### src/rtl/cia_pkg.sv
// Shared CIA types: register widths, control register A layout and register addresses.
package cia;

    typedef logic [7:0] reg8_t;
    typedef logic [3:0] reg4_t;

    typedef struct packed {
        logic todin;
        logic spmode;
        logic inmode;
        logic load;
        logic runmode;
        logic outmode;
        logic pbon;
        logic start;
    } cra_t;

    localparam reg4_t       REG_TALO    = 4'h4;
    localparam reg4_t       REG_TAHI    = 4'h5;
    localparam reg4_t       REG_CRA     = 4'hE;
    localparam logic [15:0] TIMER_RESET = 16'hFFFF;

    // LOAD is a strobe, so it is never kept in the stored control value.
    function automatic cra_t cra_store(input reg8_t wr_data);
        cra_t v;
        v      = cra_t'(wr_data);
        v.load = 1'b0;
        return v;
    endfunction

endpackage

### src/rtl/cia_count_pipe.sv
// Two-stage count-enable delay line advanced once per phi2 cycle, with a flush for one-shot stops.
module cia_count_pipe (
    input  logic clk,
    input  logic res_n,
    input  logic i_adv,
    input  logic i_en,
    input  logic i_flush,
    output logic o_count
);

    logic [1:0] r_stage;

    // Shift the enable through both stages on each phi2 falling edge.
    always_ff @(posedge clk or negedge res_n) begin
        if (!res_n) begin
            r_stage <= 2'b00;
        end else if (i_adv) begin
            if (i_flush) begin
                r_stage <= 2'b00;
            end else begin
                r_stage <= {r_stage[0], i_en};
            end
        end
    end

    assign o_count = r_stage[1];

endmodule

### src/rtl/cia_timer_a.sv
// CIA timer A: 16-bit down counter with reload latch, one-shot/continuous modes and PB6 output.
module cia_timer_a
    import cia::*;
(
    input  logic  clk,
    input  logic  res_n,
    input  logic  phi2_up,
    input  logic  phi2_dn,
    input  logic  we,
    input  reg4_t addr,
    input  reg8_t data,
    input  logic  cnt_up,
    output reg8_t regs [0:2],
    output logic  ta_int,
    output logic  txmode,
    output logic  pb6_out,
    output logic  pb6_en
);

    logic [15:0] r_latch;
    logic [15:0] r_counter;
    cra_t        r_cra;
    logic        r_load_pend;
    logic        r_ta_int;
    logic        r_toggle;

    logic        w_wr_lo;
    logic        w_wr_hi;
    logic        w_wr_cra;
    logic        w_count;
    logic        w_zero;
    logic        w_underflow;
    logic        w_oneshot_stop;
    logic        w_en_in;
    cra_t        w_cra_next;
    logic        w_unused_phi2_up;

    // The bus timing is fully framed by phi2_dn; the rising strobe carries no timer state.
    assign w_unused_phi2_up = phi2_up;

    assign w_wr_lo  = phi2_dn & we & (addr == REG_TALO);
    assign w_wr_hi  = phi2_dn & we & (addr == REG_TAHI);
    assign w_wr_cra = phi2_dn & we & (addr == REG_CRA);

    assign w_zero         = (r_counter == 16'h0000);
    assign w_underflow    = phi2_dn & w_count & ~r_load_pend & w_zero;
    assign w_oneshot_stop = w_underflow & r_cra.runmode;

    // Next control register: a CPU write wins over the one-shot auto-stop.
    always_comb begin
        w_cra_next = r_cra;
        if (w_wr_cra) begin
            w_cra_next = cra_store(data);
        end else if (w_oneshot_stop) begin
            w_cra_next.start = 1'b0;
        end else begin
            w_cra_next = r_cra;
        end
    end

    // Enable is taken from the START value being written, so a start at cycle N counts at N+2.
    assign w_en_in = w_cra_next.start & (w_cra_next.inmode ? cnt_up : 1'b1);

    cia_count_pipe u_count_pipe (
        .clk     (clk),
        .res_n   (res_n),
        .i_adv   (phi2_dn),
        .i_en    (w_en_in),
        .i_flush (w_oneshot_stop),
        .o_count (w_count)
    );

    // Counter, latch, control and output flops, all advanced on the phi2 falling edge.
    always_ff @(posedge clk or negedge res_n) begin
        if (!res_n) begin
            r_latch     <= TIMER_RESET;
            r_counter   <= TIMER_RESET;
            r_cra       <= cra_t'(8'h00);
            r_load_pend <= 1'b0;
            r_ta_int    <= 1'b0;
            r_toggle    <= 1'b0;
        end else if (phi2_dn) begin
            if (r_load_pend) begin
                r_counter <= r_latch;
            end else if (w_count) begin
                r_counter <= w_zero ? r_latch : (r_counter - 16'd1);
            end
            if (w_wr_lo) begin
                r_latch[7:0] <= data;
            end
            if (w_wr_hi) begin
                r_latch[15:8] <= data;
            end
            if (w_wr_cra & ~r_cra.start & data[0]) begin
                r_toggle <= 1'b1;
            end else if (w_underflow) begin
                r_toggle <= ~r_toggle;
            end
            r_load_pend <= (w_wr_hi & ~r_cra.start) | (w_wr_cra & data[4]);
            r_ta_int    <= w_underflow;
            r_cra       <= w_cra_next;
        end
    end

    assign regs[0] = r_counter[7:0];
    assign regs[1] = r_counter[15:8];
    assign regs[2] = r_cra;
    assign ta_int  = r_ta_int;
    assign txmode  = r_cra.spmode;
    assign pb6_en  = r_cra.pbon;
    assign pb6_out = r_cra.outmode ? r_toggle : r_ta_int;

endmodule
### config.mk
export PLATFORM = sky130hd
export DESIGN_NAME = cia_timer_a
export DESIGN_NICKNAME = d
export VERILOG_FILES = /design/src/rtl/cia_pkg.sv /design/src/rtl/cia_count_pipe.sv /design/src/rtl/cia_timer_a.sv
export SDC_FILE = /design/constraint.sdc
export NUM_CORES = 1
export LEC_CHECK = 0
export ABC_AREA = 1
export CORE_MARGIN = 2
export CORE_UTILIZATION = 55
export CTS_CLUSTER_SIZE = 8
export DETAILED_ROUTE_END_ITERATION = 16
export PLACE_DENSITY = 0.84
export SLEW_MARGIN = 20
export SYNTH_ARGS = -nofsm -noshare
export SYNTH_HDL_FRONTEND = slang
export SYNTH_SLANG_ARGS = --single-unit
### constraint.sdc
create_clock -name clk -period 2.1 [get_ports clk]
set_input_delay 0.315 -clock clk [delete_from_list [all_inputs] [get_ports clk]]
set_output_delay 0.315 -clock clk [all_outputs]
set_load 0.05 [all_outputs]
Figure 1. Gate-type map.
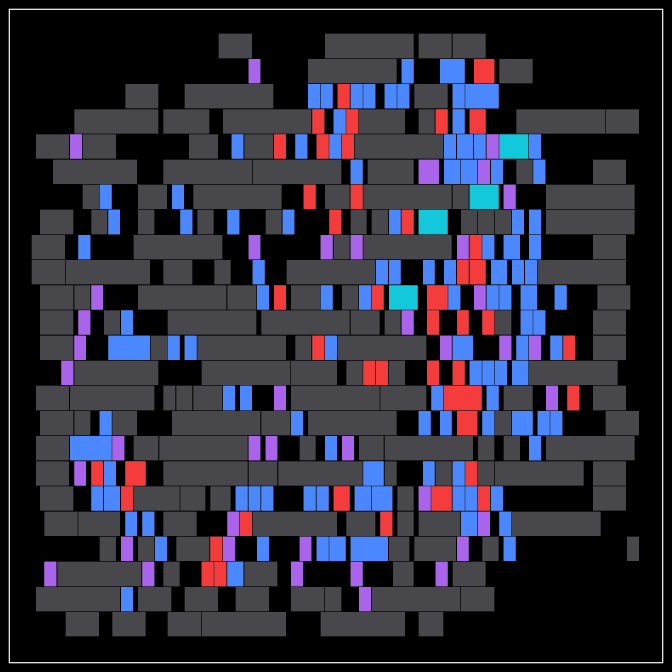
Key: blue = nand cells [cells 110, where widely spread]; cyan = xor and xnor cells [cells 4]; purple = inv cells [cells 39, where widely spread]; red = nor cells [cells 43]
logic share of the area: 35.2%
final std cells w/o fill: 406
most used logic cell in the final layout: nand2_1

Figure 2. Placement by cell class.
Bar = 20 microns.
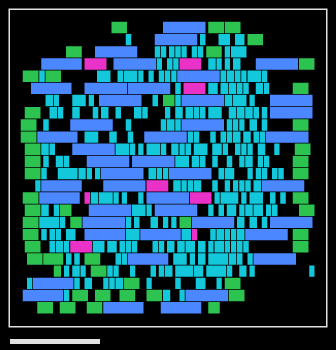
Key: green = remaining buffers and delay cells [cells 49, share of their area 16%]; blue = sequential cells [cells 44, share of their area 39%]; cyan = combinational and other logic [cells 253, share of their area 41%]; magenta = clock drivers and dummy loads [cells 8, share of their area 3.1%]

Figure 3. Clock distribution.
Bar = 20 microns.
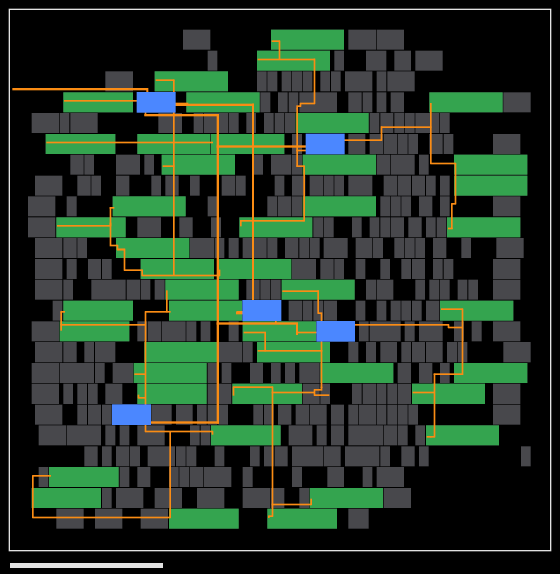
Key: blue = clock drivers [count 5]; orange = clock wires [length 541 microns]; green = flip-flops [count 44]
Position of the flops: widely spread. There are 6 routed clock nets.

==> flow_summary.toml <==
# synthesis and place-and-route metrics
[placement]
gp_congestion = 0.832
place_area_sq_um = 2860
dp.cells = 397

[clock_tree]
cts.path.max_buffers = 2
cts_tree = "built"
clkSinkCount = 44
hold_buffers = 1
cts_resized = 0
post_cts_buffers = 0

[global_routing]
grt_usage_pct = 22.9
grt_overflow = 0
grt_pass1_wl_mm = 8.99

[final_timing]
relSlewSlack_pct = 64.4
fmax_ghz = 0.498

[synthesis]
synth.distinct_cells = 33
synthFlopType = "dfstp_2"
syn_inst = 308
xor_share_pct = 1.44
synth-edff-count = 0

[setup_path]
startpoint = "r_counter[6]"
startpoint_type = "flip-flop"
cp.depth = 1
path_max_fanout = 4
reg2regPathDepth = 11
r2r_end = "r_counter[13]"

[power_and_ir_drop]
fin_total_pwr_mw = 3.95
switchingPower_mw = 1.81
p_seq_share_pct = 36.6
power.density_nw_per_um2 = 1330

[run_status]
status = "finished, final reports clean"

[final_layout]
nonClkBufAreaFrac_pct = 16.0
flop_area_sq_um = 1140
clock_area_share_pct = 3.04
combGateArea_sq_um = 1040
inv_count = 39
final_core_util_pct = 69.0

[min_path]
hold_depth = 2

[floorplan]
die_y_microns = 70.5

[routing]
vias_per_cell = 5.19
